[config.mk]
export PLATFORM = sky130hd
export DESIGN_NAME = road_vehicle_controller_flat
export DESIGN_NICKNAME = d
export VERILOG_FILES = /design/src/rtl/road_vehicle_controller_if.sv /design/src/rtl/road_vehicle_controller.sv /design/src/flat_wrapper.sv
export SDC_FILE = /design/constraint.sdc
export NUM_CORES = 1
export LEC_CHECK = 0
export CORE_MARGIN = 10
export CORE_UTILIZATION = 60
export CTS_BUF_LIST = sky130_fd_sc_hd__clkbuf_2 sky130_fd_sc_hd__clkbuf_4 sky130_fd_sc_hd__clkbuf_8
export CTS_CLUSTER_SIZE = 10
export DETAILED_ROUTE_END_ITERATION = 16
export GPL_TIMING_DRIVEN = 0
export PLACE_DENSITY = 0.89
export SYNTH_ARGS = -nofsm -noshare
export SYNTH_HDL_FRONTEND = slang
export SYNTH_SLANG_ARGS = --single-unit
[constraint.sdc]
create_clock -name clk -period 6.29 [get_ports clk]
set_input_delay 1.258 -clock clk [delete_from_list [all_inputs] [get_ports clk]]
set_output_delay 1.258 -clock clk [all_outputs]
set_load 0.01 [all_outputs]
[src/rtl/road_vehicle_controller_if.sv]
// Frame-level handshake and sprite-state bundle for road_vehicle_controller.
// master drives frame/key/collision inputs; slave (the controller) returns sprite state.
interface road_vehicle_controller_if #(
   parameter int unsigned SPEED_W = 10
);
   logic               frame_start;
   logic               game_restart;
   logic               accel_key;
   logic               brake_key;
   logic               right_key;
   logic               left_key;
   logic               car_hit;
   logic               finish_hit;
   logic [10:0]        img_id;
   logic [10:0]        pos_x;
   logic [10:0]        pos_y;
   logic [10:0]        width;
   logic [10:0]        height;
   logic [SPEED_W-1:0] speed;
   logic               crashed;
   logic               finished;
   logic               invulnerable;
   logic [7:0]         crash_count;

   modport master (
      output frame_start, game_restart, accel_key, brake_key, right_key, left_key,
             car_hit, finish_hit,
      input  img_id, pos_x, pos_y, width, height, speed, crashed, finished,
             invulnerable, crash_count
   );

   modport slave (
      input  frame_start, game_restart, accel_key, brake_key, right_key, left_key,
             car_hit, finish_hit,
      output img_id, pos_x, pos_y, width, height, speed, crashed, finished,
             invulnerable, crash_count
   );
endinterface

[src/rtl/road_vehicle_controller.sv]
// Per-frame player vehicle controller: DRIVE/CRASH/RESPAWN/FINISHED FSM driving sprite state and speed.
// Define SPEED_DECAY_EN to make speed coast down by DECAY per frame when no pedal is pressed.
module road_vehicle_controller #(
   parameter int unsigned X_MIN           = 166,
   parameter int unsigned X_MAX           = 414,
   parameter int unsigned START_X         = 272,
   parameter int unsigned START_Y         = 380,
   parameter int unsigned CAR_W           = 64,
   parameter int unsigned CAR_H           = 64,
   parameter int unsigned MAX_SPEED       = 512,
   parameter int unsigned ACCEL           = 3,
   parameter int unsigned BRAKE           = 10,
   parameter int unsigned DECAY           = 2,
   parameter int unsigned STEER_STEP      = 2,
   parameter int unsigned DEATH_IMG_BASE  = 99,
   parameter int unsigned ANIM_STEPS      = 13,
   parameter int unsigned FRAMES_PER_STEP = 8,
   parameter int unsigned RESPAWN_FRAMES  = 60,
   parameter int unsigned SPEED_W         = 10
) (
   input logic                      clk,
   input logic                      resetN,
   road_vehicle_controller_if.slave bus
);

   localparam int unsigned CRASH_FRAMES = ANIM_STEPS * FRAMES_PER_STEP;
   localparam int unsigned CNT_MAX = (CRASH_FRAMES > RESPAWN_FRAMES) ? CRASH_FRAMES : RESPAWN_FRAMES;
   localparam int unsigned CNT_W   = $clog2(CNT_MAX + 1);
   localparam int unsigned SUB_W   = $clog2(FRAMES_PER_STEP + 1);

   localparam logic [10:0] X_LEFT   = 11'(X_MIN);
   localparam logic [10:0] X_RIGHT  = 11'(X_MAX - CAR_W);
   localparam logic [10:0] SPAWN_X  = 11'(START_X);
   localparam logic [10:0] STEP     = 11'(STEER_STEP);
   localparam logic [10:0] IMG_BASE = 11'(DEATH_IMG_BASE);

   localparam logic [SPEED_W:0] ACC_V = (SPEED_W+1)'(ACCEL);
   localparam logic [SPEED_W:0] BRK_V = (SPEED_W+1)'(BRAKE);
   localparam logic [SPEED_W:0] MAX_V = (SPEED_W+1)'(MAX_SPEED);

   typedef enum logic [1:0] {DRIVE, CRASH, RESPAWN, FINISHED} state_t;

   state_t             state, state_n;
   logic [10:0]        img, img_n;
   logic [10:0]        pos, pos_n;
   logic [SPEED_W-1:0] speed, speed_n;
   logic [7:0]         count, count_n;
   logic [CNT_W-1:0]   cnt, cnt_n;
   logic [SUB_W-1:0]   sub, sub_n;
   logic               dir_right, dir_n;
   logic               crash_now;

   logic [SPEED_W:0]   sp_ext, sp_accel, sp_accel_sat, sp_brake, sp_coast;
   logic               right_ok, left_ok;

   assign sp_ext       = {1'b0, speed};
   assign sp_accel     = sp_ext + ACC_V;
   assign sp_accel_sat = (sp_accel > MAX_V) ? MAX_V : sp_accel;
   assign sp_brake     = (sp_ext <= BRK_V) ? '0 : sp_ext - BRK_V;

`ifdef SPEED_DECAY_EN
   localparam logic [SPEED_W:0] DEC_V = (SPEED_W+1)'(DECAY);
   assign sp_coast = (sp_ext <= DEC_V) ? '0 : sp_ext - DEC_V;
`else
   logic unused_decay;
   assign unused_decay = |32'(DECAY);
   assign sp_coast     = sp_ext;
`endif

   // Wall tests are done in 12 bits so the left-edge subtraction can never wrap.
   assign right_ok = ({1'b0, pos} + {1'b0, STEP}) <= {1'b0, X_RIGHT};
   assign left_ok  = {1'b0, pos} >= ({1'b0, X_LEFT} + {1'b0, STEP});

   always_ff @(posedge clk or negedge resetN) begin
      if (!resetN) begin
         state     <= DRIVE;
         img       <= '0;
         pos       <= SPAWN_X;
         speed     <= '0;
         count     <= '0;
         cnt       <= '0;
         sub       <= '0;
         dir_right <= 1'b1;
      end else if (bus.game_restart) begin
         state     <= DRIVE;
         img       <= '0;
         pos       <= SPAWN_X;
         speed     <= '0;
         count     <= '0;
         cnt       <= '0;
         sub       <= '0;
         dir_right <= 1'b1;
      end else begin
         state     <= state_n;
         img       <= img_n;
         pos       <= pos_n;
         speed     <= speed_n;
         count     <= count_n;
         cnt       <= cnt_n;
         sub       <= sub_n;
         dir_right <= dir_n;
      end
   end

   always_comb begin
      state_n   = state;
      img_n     = img;
      pos_n     = pos;
      speed_n   = speed;
      count_n   = count;
      cnt_n     = cnt;
      sub_n     = sub;
      dir_n     = dir_right;
      crash_now = 1'b0;

      if (bus.frame_start) begin
         case (state)
            DRIVE, RESPAWN: begin
               if (bus.car_hit && state == DRIVE) begin
                  crash_now = 1'b1;
               end else if (bus.finish_hit) begin
                  state_n = FINISHED;
               end else begin
                  if (bus.brake_key)      speed_n = sp_brake[SPEED_W-1:0];
                  else if (bus.accel_key) speed_n = sp_accel_sat[SPEED_W-1:0];
                  else                    speed_n = sp_coast[SPEED_W-1:0];

                  if (bus.right_key != bus.left_key) begin
                     dir_n = bus.right_key;
                     if (bus.right_key) begin
                        if (right_ok) pos_n = pos + STEP;
                        else          crash_now = 1'b1;
                     end else begin
                        if (left_ok)  pos_n = pos - STEP;
                        else          crash_now = 1'b1;
                     end
                  end

                  if (state == RESPAWN && !crash_now) begin
                     if (cnt == CNT_W'(RESPAWN_FRAMES - 1)) begin
                        state_n = DRIVE;
                        cnt_n   = '0;
                     end else begin
                        cnt_n = cnt + 1'b1;
                     end
                  end
               end
            end

            CRASH: begin
               if (cnt == CNT_W'(CRASH_FRAMES)) begin
                  state_n = RESPAWN;
                  pos_n   = SPAWN_X;
                  img_n   = '0;
                  cnt_n   = '0;
                  sub_n   = '0;
               end else begin
                  // sub tracks cnt mod FRAMES_PER_STEP so the image step needs no divider
                  if (cnt != '0 && sub == '0) img_n = img + 11'd1;
                  sub_n = (sub == SUB_W'(FRAMES_PER_STEP - 1)) ? '0 : sub + 1'b1;
                  cnt_n = cnt + 1'b1;
                  if (dir_right) pos_n = (pos >= X_RIGHT) ? X_RIGHT : pos + 11'd1;
                  else           pos_n = (pos <= X_LEFT)  ? X_LEFT  : pos - 11'd1;
               end
            end

            FINISHED: speed_n = sp_brake[SPEED_W-1:0];

            default: state_n = DRIVE;
         endcase

         if (crash_now) begin
            state_n = CRASH;
            speed_n = '0;
            count_n = (count == 8'hFF) ? count : count + 8'd1;
            cnt_n   = '0;
            sub_n   = '0;
            img_n   = IMG_BASE;
            pos_n   = pos;
         end
      end
   end

   assign bus.img_id       = img;
   assign bus.pos_x        = pos;
   assign bus.pos_y        = 11'(START_Y);
   assign bus.width        = 11'(CAR_W);
   assign bus.height       = 11'(CAR_H);
   assign bus.speed        = speed;
   assign bus.crashed      = (state == CRASH);
   assign bus.finished     = (state == FINISHED);
   assign bus.invulnerable = (state == RESPAWN);
   assign bus.crash_count  = count;

endmodule

[src/flat_wrapper.sv]
// flat-port wrapper written by rule: the top's interface ports become plain ports
module road_vehicle_controller_flat 
#(
   parameter int unsigned X_MIN           = 166,
   parameter int unsigned X_MAX           = 414,
   parameter int unsigned START_X         = 272,
   parameter int unsigned START_Y         = 380,
   parameter int unsigned CAR_W           = 64,
   parameter int unsigned CAR_H           = 64,
   parameter int unsigned MAX_SPEED       = 512,
   parameter int unsigned ACCEL           = 3,
   parameter int unsigned BRAKE           = 10,
   parameter int unsigned DECAY           = 2,
   parameter int unsigned STEER_STEP      = 2,
   parameter int unsigned DEATH_IMG_BASE  = 99,
   parameter int unsigned ANIM_STEPS      = 13,
   parameter int unsigned FRAMES_PER_STEP = 8,
   parameter int unsigned RESPAWN_FRAMES  = 60,
   parameter int unsigned SPEED_W         = 10
)
  (clk, resetN, bus_frame_start, bus_game_restart, bus_accel_key, bus_brake_key, bus_right_key, bus_left_key, bus_car_hit, bus_finish_hit, bus_img_id, bus_pos_x, bus_pos_y, bus_width, bus_height, bus_speed, bus_crashed, bus_finished, bus_invulnerable, bus_crash_count);
  road_vehicle_controller_if #(.SPEED_W(SPEED_W)) bus_i ();
  input logic clk;
  input logic resetN;
  input wire logic [$bits(bus_i.frame_start)-1:0] bus_frame_start;
  input wire logic [$bits(bus_i.game_restart)-1:0] bus_game_restart;
  input wire logic [$bits(bus_i.accel_key)-1:0] bus_accel_key;
  input wire logic [$bits(bus_i.brake_key)-1:0] bus_brake_key;
  input wire logic [$bits(bus_i.right_key)-1:0] bus_right_key;
  input wire logic [$bits(bus_i.left_key)-1:0] bus_left_key;
  input wire logic [$bits(bus_i.car_hit)-1:0] bus_car_hit;
  input wire logic [$bits(bus_i.finish_hit)-1:0] bus_finish_hit;
  output wire logic [$bits(bus_i.img_id)-1:0] bus_img_id;
  output wire logic [$bits(bus_i.pos_x)-1:0] bus_pos_x;
  output wire logic [$bits(bus_i.pos_y)-1:0] bus_pos_y;
  output wire logic [$bits(bus_i.width)-1:0] bus_width;
  output wire logic [$bits(bus_i.height)-1:0] bus_height;
  output wire logic [$bits(bus_i.speed)-1:0] bus_speed;
  output wire logic [$bits(bus_i.crashed)-1:0] bus_crashed;
  output wire logic [$bits(bus_i.finished)-1:0] bus_finished;
  output wire logic [$bits(bus_i.invulnerable)-1:0] bus_invulnerable;
  output wire logic [$bits(bus_i.crash_count)-1:0] bus_crash_count;
  assign bus_i.frame_start = bus_frame_start;
  assign bus_i.game_restart = bus_game_restart;
  assign bus_i.accel_key = bus_accel_key;
  assign bus_i.brake_key = bus_brake_key;
  assign bus_i.right_key = bus_right_key;
  assign bus_i.left_key = bus_left_key;
  assign bus_i.car_hit = bus_car_hit;
  assign bus_i.finish_hit = bus_finish_hit;
  assign bus_img_id = bus_i.img_id;
  assign bus_pos_x = bus_i.pos_x;
  assign bus_pos_y = bus_i.pos_y;
  assign bus_width = bus_i.width;
  assign bus_height = bus_i.height;
  assign bus_speed = bus_i.speed;
  assign bus_crashed = bus_i.crashed;
  assign bus_finished = bus_i.finished;
  assign bus_invulnerable = bus_i.invulnerable;
  assign bus_crash_count = bus_i.crash_count;
  road_vehicle_controller #(.X_MIN(X_MIN), .X_MAX(X_MAX), .START_X(START_X), .START_Y(START_Y), .CAR_W(CAR_W), .CAR_H(CAR_H), .MAX_SPEED(MAX_SPEED), .ACCEL(ACCEL), .BRAKE(BRAKE), .DECAY(DECAY), .STEER_STEP(STEER_STEP), .DEATH_IMG_BASE(DEATH_IMG_BASE), .ANIM_STEPS(ANIM_STEPS), .FRAMES_PER_STEP(FRAMES_PER_STEP), .RESPAWN_FRAMES(RESPAWN_FRAMES), .SPEED_W(SPEED_W)) u_core (.clk(clk), .resetN(resetN), .bus(bus_i));
endmodule
Figure 1. PDN straps and rails (run 1).
Scale bar: 20 µm. Pins as bars on the die edge.
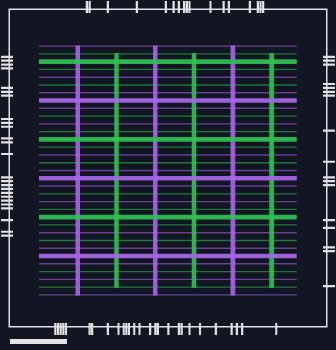
- green: VDD
- purple: VSS
- rows: 32
- met5 straps: 6

Figure 2. Placement by cell class (run 1).
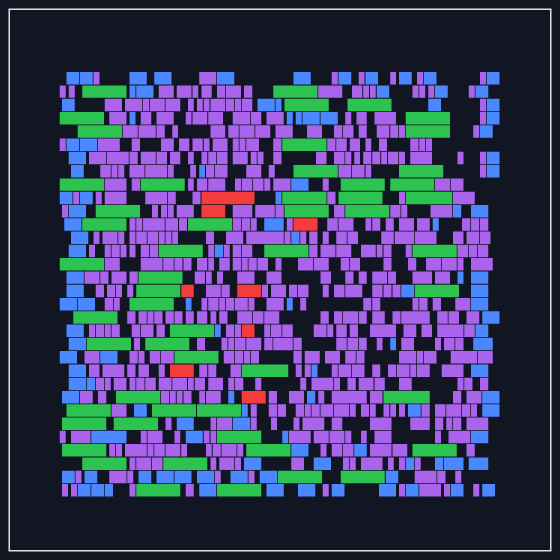
- blue: remaining buffers and delay cells (cells 116; share of their area 17%)
- purple: combinational and other logic (cells 531; share of their area 58%)
- red: clock drivers and dummy loads (cells 8; share of their area 2.0%)
- green: sequential cells (cells 54; share of their area 24%)
Seq/total area: 23.4%
row cnt: 32
CORE AREA: 7850 µm²
utilization after layout: 73.9%
final instance area: 5800 µm²

==> Slide: Implementation Results, run 1 <==
Run Summary

Critical path
  • CP Class: in -> reg
  • Worst R2R Start: u_core.bus.pos_x[1]$_DFFE_PN0P_
  • Crit-path max FO: 10
  • Setup crit start: bus_right_key
  • Worst Setup EP: u_core.bus.pos_x[10]$_DFFE_PN0P_
  • Reg2reg end: u_core.bus.img_id[9]$_DFFE_PN0P_
  • Worst Reg2Reg Path Length in Cells: 12
  • CP Data Required Time: 6480 ps
  • Worst setup SP type: input pin
  • Crit path DAT: 4340 ps
  • R2r setup slk: 3180 ps
  • Crit. End Element: flop

Worst hold path
  • Hold path cells: 1
  • Hold_sp: u_core.bus.img_id[2]$_DFFE_PN0P_
  • Hold WC Path Type: reg -> reg
  • Hold Path Sink: u_core.bus.img_id[2]$_DFFE_PN0P_

Pwr
  • Leak: 0.00249 µW
  • Combinational power share: 63.9%
  • Part of the power in registers: between 20% and 30%
  • Sw Share: 48.3%
  • Combinational gate power: between 1000 and 1500 µW
  • P_sw: 1070 µW
  • Clock network power: 246 µW
  • VDD IR max: 0.237 mV
  • Seq. pwr: 552 µW
  • Int Power: 1140 µW
  • Top power group: combinational cells
  • P per Cell Area: 381 nW/µm²

Yosys
  • YS chip area: 4920 µm²
  • Synth Cell Area: 4920 µm²
  • Yosys adder share: 7.27%
  • Sequential share of the synthesized area: 27.5%
  • EDFF count, synth: 0
  • Gate Count Post-Synth: slightly above 600
  • Syn_area_per_cell: 7.96 µm²
  • Distinct cells, synth: a little under 90
  • Async SR Flop Fraction: 100%
  • Post-Synth AOI/OAI Area: 24.1%
  • Mux frac, synth: 1.53%
  • Ys cells: 618
  • XOR Share, Synth: 4.45%
  • Yosys warnings: 0
  • Top FF cell, synth: dfrtp_1
  • Synth flops: 54
  • Simple share: 23.5%
  • Top non-seq family: AND-OR/OR-AND gates

Global route
  • First-pass GRT wire length: approximately 24,000 µm
  • Initial antenna violation count: 0
  • GRT Util Overall: 22.1%
  • Number of global-route vias before repair: 4,815
  • Total gr overflow: 0
  • Pin count of the biggest net entering global routing: 40

Clocking
  • Post-CTS Resized: 0
  • Clock buffer count from CTS: 5
  • Clk pin slew, worst setup/hold paths: 100 ps
  • Clock sink count: around 54
  • Post-CTS Hold Buffers: 0
  • Total setup buffers inserted after CTS: 0
  • TritonCTS clock tree: yes
  • CTS max path bufs: 2
  • H-tree levels: 2
  • CTS root buffer: clkbuf_8

Place
  • Final Wtd Congestion: 1.01
  • Dpl hpwl: 10,800 µm
  • Placed cells: around 800
  • IO Port Bufs: 51
  • Cell Area, Placed: 5690 µm²

Flow run
  • Max_cap viols: 0
  • Tool warnings: 37

Final layout
  • Logic Gate Count: 492
  • Final cell count without fillers: 811
  • # clk buffers: 6
  • Layout Nets: 746
  • Inverters: 39
  • Flop count: approximately 54
  • Register area: 1360 µm²
  • Clock network area share: 1.96%
  • Layout fillers: ~640
  • Layout cells sized above 1: 13.1%
  • Comb gate area: 3120 µm²
  • # diodes: 0
  • Most numerous logic cell after layout: nand2_1
  • Logic share of the area: 53.8%
  • Signal buffers share of area: 16.2%
  • Most instantiated logic cells after routing: nand2_1 (57), nor2_1 (53), dfrtp_1 (51), clkdlybuf4s50_1 (50), a21oi_1 (40)
  • Leading cell kind: multi-input combinational cells
  • Non-clk bufs: 116
  • Syn-to-layout area delta: 18.0%

STA
  • Setup TNS: 0 ps
  • Final setup violation count: 0
  • Fmax: roughly 0.24 GHz
  • Worst-margin pin slew: roughly 770 ps
  • RSZ-0062 raised after global routing: no
  • Minimum clock period: 4150 ps
  • Final tally of hold violations: 0
  • Final worst path period share: 66.0%
  • Slew Limit Fails: 0
  • Slew headroom: 47.9%

Routing
  • Drt via density: 6.17
  • Routed WL per cell: about 17 µm
  • DR iter-0 viols: 462
  • Via count: roughly 5k
  • WL final: 14,100 µm
  • 1st-pass router iterations: 6
  • Residual DRC: 0
  • DRT antenna net count: 0

Floorplan
  • Fp_density: 62.7%
  • TAP cells: between 100 and 150
  • Overall die area: 12,200 µm²
  • Die height: 111 µm
  • Die Width: about 110 µm
  • Count of boundary I/O pins: 86

Status
  • Status: completed
Figure 3. Clock distribution (run 1).
Scale bar: 20 µm.
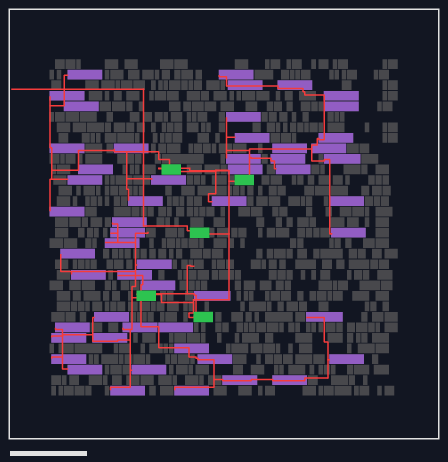
- red: clock wires (length 737 µm)
- purple: flip-flops (count 54)
- green: clock drivers (count 5)
- routed clock nets: 6
skew final: 7.94 ps
clk ins delay skew pair: 320 ps
clock network power share: 11.1%

Figure 4. Metal layers overlaid (run 1).
Scale bar: 20 µm.
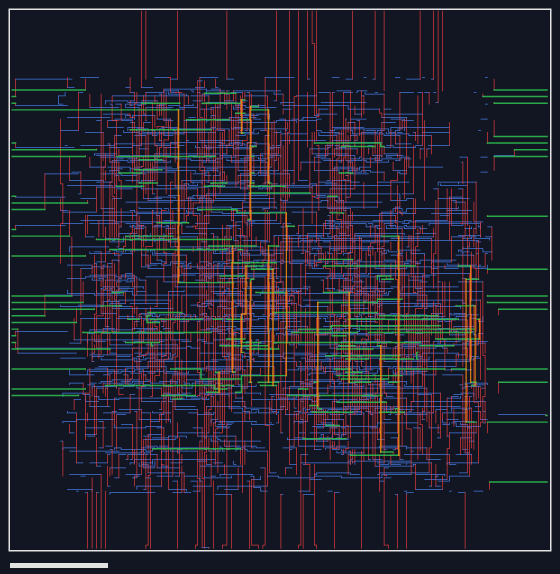
- red: metal 2 (wire length 6,610 µm)
- green: metal 3 (wire length 1,360 µm)
- blue: metal 1 (wire length 5,750 µm)
- orange: metal 4 (wire length 414 µm)

## run 1: sequential cells by signal, indices dropped and copies added (netlist names)
name	count
u_core.bus.img_id	11
u_core.state	2
u_core.cnt	7
u_core.bus.crash_count	8
u_core.dir_right	1
u_core.bus.pos_x	11
u_core.sub	4
u_core.bus.speed	10
## run 1: cell families after synthesis
kind of cell / count (synthesis)
AND-OR/OR-AND: 173
AND/OR/NAND/NOR: 226
other: 2
adder cells (fa/ha/maj): 28
XOR/XNOR: 25
multiplexers: 7
buffers and inverters: 103
flip-flops: 54
## run 1: layer usage
layer	wire length, µm	part of all wire (%)	track usage (%)	vias up
met5	0	0	0	-
met4	413	2.9	8.98	0
met3	1360	9.6	5.40	46
met2	6610	47	35.7	269
met1	5750	41	27.5	2343
li1	-	-	-	2346
## run 1: critical path: stages
cell	delay (ps)
clkdlybuf4s50_1	510
clkbuf_1	330
inv_1	320
ha_1	360
a21oi_1	220
o221ai_1	230
o211ai_1	310
o21bai_1	110
a21o_1	210
xnor2_1	140
a32oi_1	210
o21ai_0	110
## run 1: through the flow
step	utilization (%)	hold WS, ps	power [µW]	worst slack [ps]
after floorplan	-	491	1490	2990
after global placement	72.3	513	1890	1970
after detailed placement	72.5	515	1940	1840
after CTS	73.9	533	2190	2170
after global routing	73.9	565	2380	1990
final	73.9	546	2210	2140
## run 1: Yosys cell counts, types with 12 or more instances
master,number,area (µm²)
dfrtp_1,51,1280
o22ai_1,15,93.8
inv_1,38,143
a21oi_1,40,200
ha_1,27,338
o21ai_0,35,175
nand3_1,28,140
xnor2_1,12,105
clkbuf_1,16,60.1
nand4_1,13,81.3
buf_4,36,270
nand2_1,57,214
nor2_1,53,199
xor2_1,13,114
nor3_1,14,70.1
Figure 5. Clock routing (run 1).
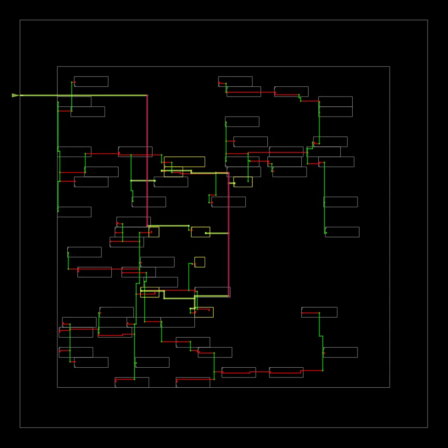

--- run 2 (diff from run 1) ---
CORE_UTILIZATION = 56   (was 60)
PLACE_DENSITY = 0.84   (was 0.89)
clock period = 4.2 ns   (was 6.29 ns; I/O delays follow)
Figure 6. Clock routing (run 2).
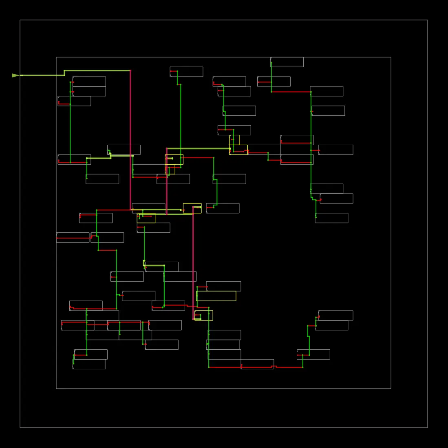
# clk buffers: 6
clock sink count: 54
flop count: 54
clock buffer count from CTS: 5
skew final: 4.75 ps

Figure 7. Metal layers overlaid (run 2).
Scale bar: 20 µm.
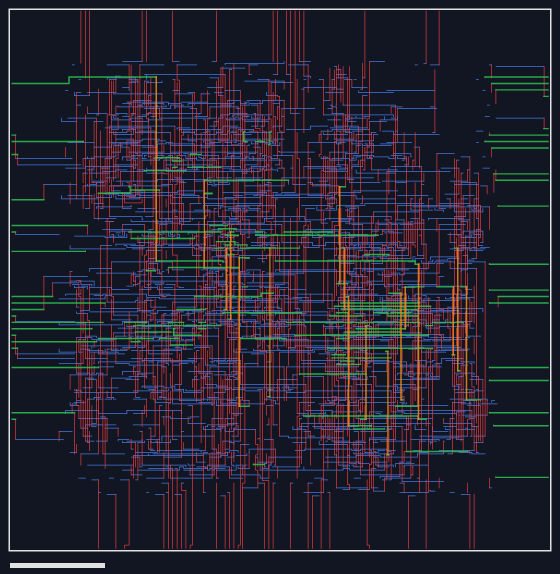
- green: metal 3 (wire length 1,090 µm)
- orange: metal 4 (wire length 381 µm)
- red: metal 2 (wire length 6,920 µm)
- blue: metal 1 (wire length 5,830 µm)
Routed WL per cell: 17.4 µm
GRT Util Overall: 21.6%
via count: 4,937
WL final: 14,200 µm

==> Slide: Implementation Results, run 2 <==
Run Summary

Routing
  • Residual DRC: 0
  • Uppermost layer routed: met4
  • DR iter-0 viols: 442
  • 1st-pass router iterations: 5
  • Metal2 WL: between 6000 and 7000 µm

Place
  • Dpl hpwl: 11,000 µm
  • Final Wtd Congestion: 0.964
  • DP Worst Slack: 197 ps
  • IO Port Bufs: 51

Clocking
  • Clk pin slew, worst setup/hold paths: 100 ps
  • CTS root buffer: clkbuf_8
  • Total setup buffers inserted after CTS: 0
  • Post-CTS Resized: 0
  • CTS max path bufs: 2
  • TritonCTS clock tree: yes
  • Post-CTS Hold Buffers: 0
  • H-tree levels: 2

Global route
  • Met1 usage: 26.2%
  • GR Util met2: 36.7%
  • Pin count of the biggest net entering global routing: 39
  • Number of global-route vias before repair: 4,849
  • Met3 Track Usage GR: 4.83%
  • Initial antenna violation count: 0

STA
  • Minimum clock period: ~3700 ps
  • Slew Limit Fails: 0
  • Fmax: around 0.27 GHz
  • Final worst path period share: 88.0%
  • Setup ws final: roughly 500 ps
  • Hold Slack: 452 ps
  • Final setup violation count: 0
  • Setup TNS: 0 ps
  • Final tally of hold violations: 0

Final layout
  • Syn-to-layout area delta: 18.1%
  • Layout cells sized above 1: 13.1%
  • Most instantiated logic cells after routing: nand2_1 (57), nor2_1 (53), dfrtp_1 (51), clkdlybuf4s50_1 (50), a21oi_1 (40)
  • Layout fillers: about 750
  • Layout Nets: 746
  • Final instance area: roughly 5800 µm²
  • # diodes: 0
  • Register area: 1360 µm²

Yosys
  • Top FF cell, synth: dfrtp_1
  • Sequential share of the synthesized area: 27.5%
  • EDFF count, synth: 0
  • Post-synth top cells: nand2_1 (57), nor2_1 (53), dfrtp_1 (51)
  • Async SR Flop Fraction: 100%
  • Yosys adder share: 7.27%
  • Syn_area_per_cell: about 8.0 µm²
  • Mux frac, synth: 1.53%
  • Yosys warnings: 0
  • Ys cells: approximately 620
  • Post-Synth AOI/OAI Area: 24.1%
  • XOR Share, Synth: 4.45%
  • Yosys top cell by instances: nand2_1

Critical path
  • Crit-path max FO: 10
  • CP Data Required Time: 4400 ps
  • CP Class: in -> reg
  • Crit path DAT: between 3000 and 4000 ps
  • CP Buf/Inv Count: 3
  • Crit. End Element: flop
  • Crit-path cells: clkdlybuf4s50_1 -> clkbuf_1 -> inv_1 -> ha_1 -> a21oi_1 -> o221ai_1 -> o211ai_1 -> o21bai_1 -> a21o_1 -> xnor2_1 -> a32oi_1 -> o21ai_0
  • Delay of the slowest critical-path stage: 500 ps

Pwr
  • Total power draw: approximately 3300 µW
  • Leak: 0.00249 µW
  • P per Cell Area: 568 nW/µm²
  • VDD IR max: 0.398 mV

Status
  • Status: completed

Flow run
  • Max_cap viols: 0
  • Tool warnings: 37

Floorplan
  • Fp_density: 57.0%
  • Die height: 114 µm
  • CORE AREA: between 8000 and 9000 µm²
  • Die Width: 114 µm
  • Overall die area: between 10,000 and 15,000 µm²

Worst hold path
  • Hold WC Path Type: in -> async
## run 2: path summary, 6_finish.rpt
check | from | slack (ps) | depth (start not counted) | to
max in group asynchronous | resetN | 3140 | 2 | u_core.dir_right$_DFFE_PN1P_
worst max-delay path | bus_right_key | 510 | 12 | u_core.bus.pos_x[10]$_DFFE_PN0P_
worst min register to register | u_core.cnt[0]$_DFFE_PN0P_ | 540 | 1 | u_core.cnt[0]$_DFFE_PN0P_
worst max register to register | u_core.bus.pos_x[1]$_DFFE_PN0P_ | 1170 | 10 | u_core.bus.speed[7]$_DFFE_PN0P_
min in group clk | u_core.cnt[0]$_DFFE_PN0P_ | 540 | 1 | u_core.cnt[0]$_DFFE_PN0P_
worst min-delay path | resetN | 450 | 1 | u_core.cnt[0]$_DFFE_PN0P_
## run 2: logic make-up (layout without fill, tap and decap cells)
logic type / count (synthesis) / count (layout)
AOI/OAI and AO/OA: 173 / 173
xor gates and xnor gates: 25 / 25
adders and majority gates: 28 / 28
buffers and inverters: 103 / 163
DFF: 54 / 54
muxes: 7 / 7
other: 2 / 33
and+or+nand+nor: 226 / 226
## run 2: worst reg2reg max path: stages (launching register included)
cell and delay (ps):
dfrtp_1 530, ha_1 260, buf_2 170, and2_4 150, buf_6 120, a31oi_1 220, o221ai_2 170, o21bai_2 250
nand3_1 440, nor2_4 430, a221o_1 210
## run 2: final cells by class
class                   instances  area share, %
multi-input cells             492           53.7
flip-flops and latches         54           23.3
repair buffers                 52           9.04
plain buffers                  64           7.13
inverters                      39           2.52
well taps                     108           2.33
clock buffers                   6           1.31
clock inverters                 2          0.646
## run 2: report_power, final
group	internal (µW)	switching [µW]	leakage [µW]
Sequential	647	175	0.000721
Combinational	879	1240	0.00171
Clock	185	182	0.0000548
Total	1710	1590	0.00249
Power is estimated from default activity; no workload was simulated.
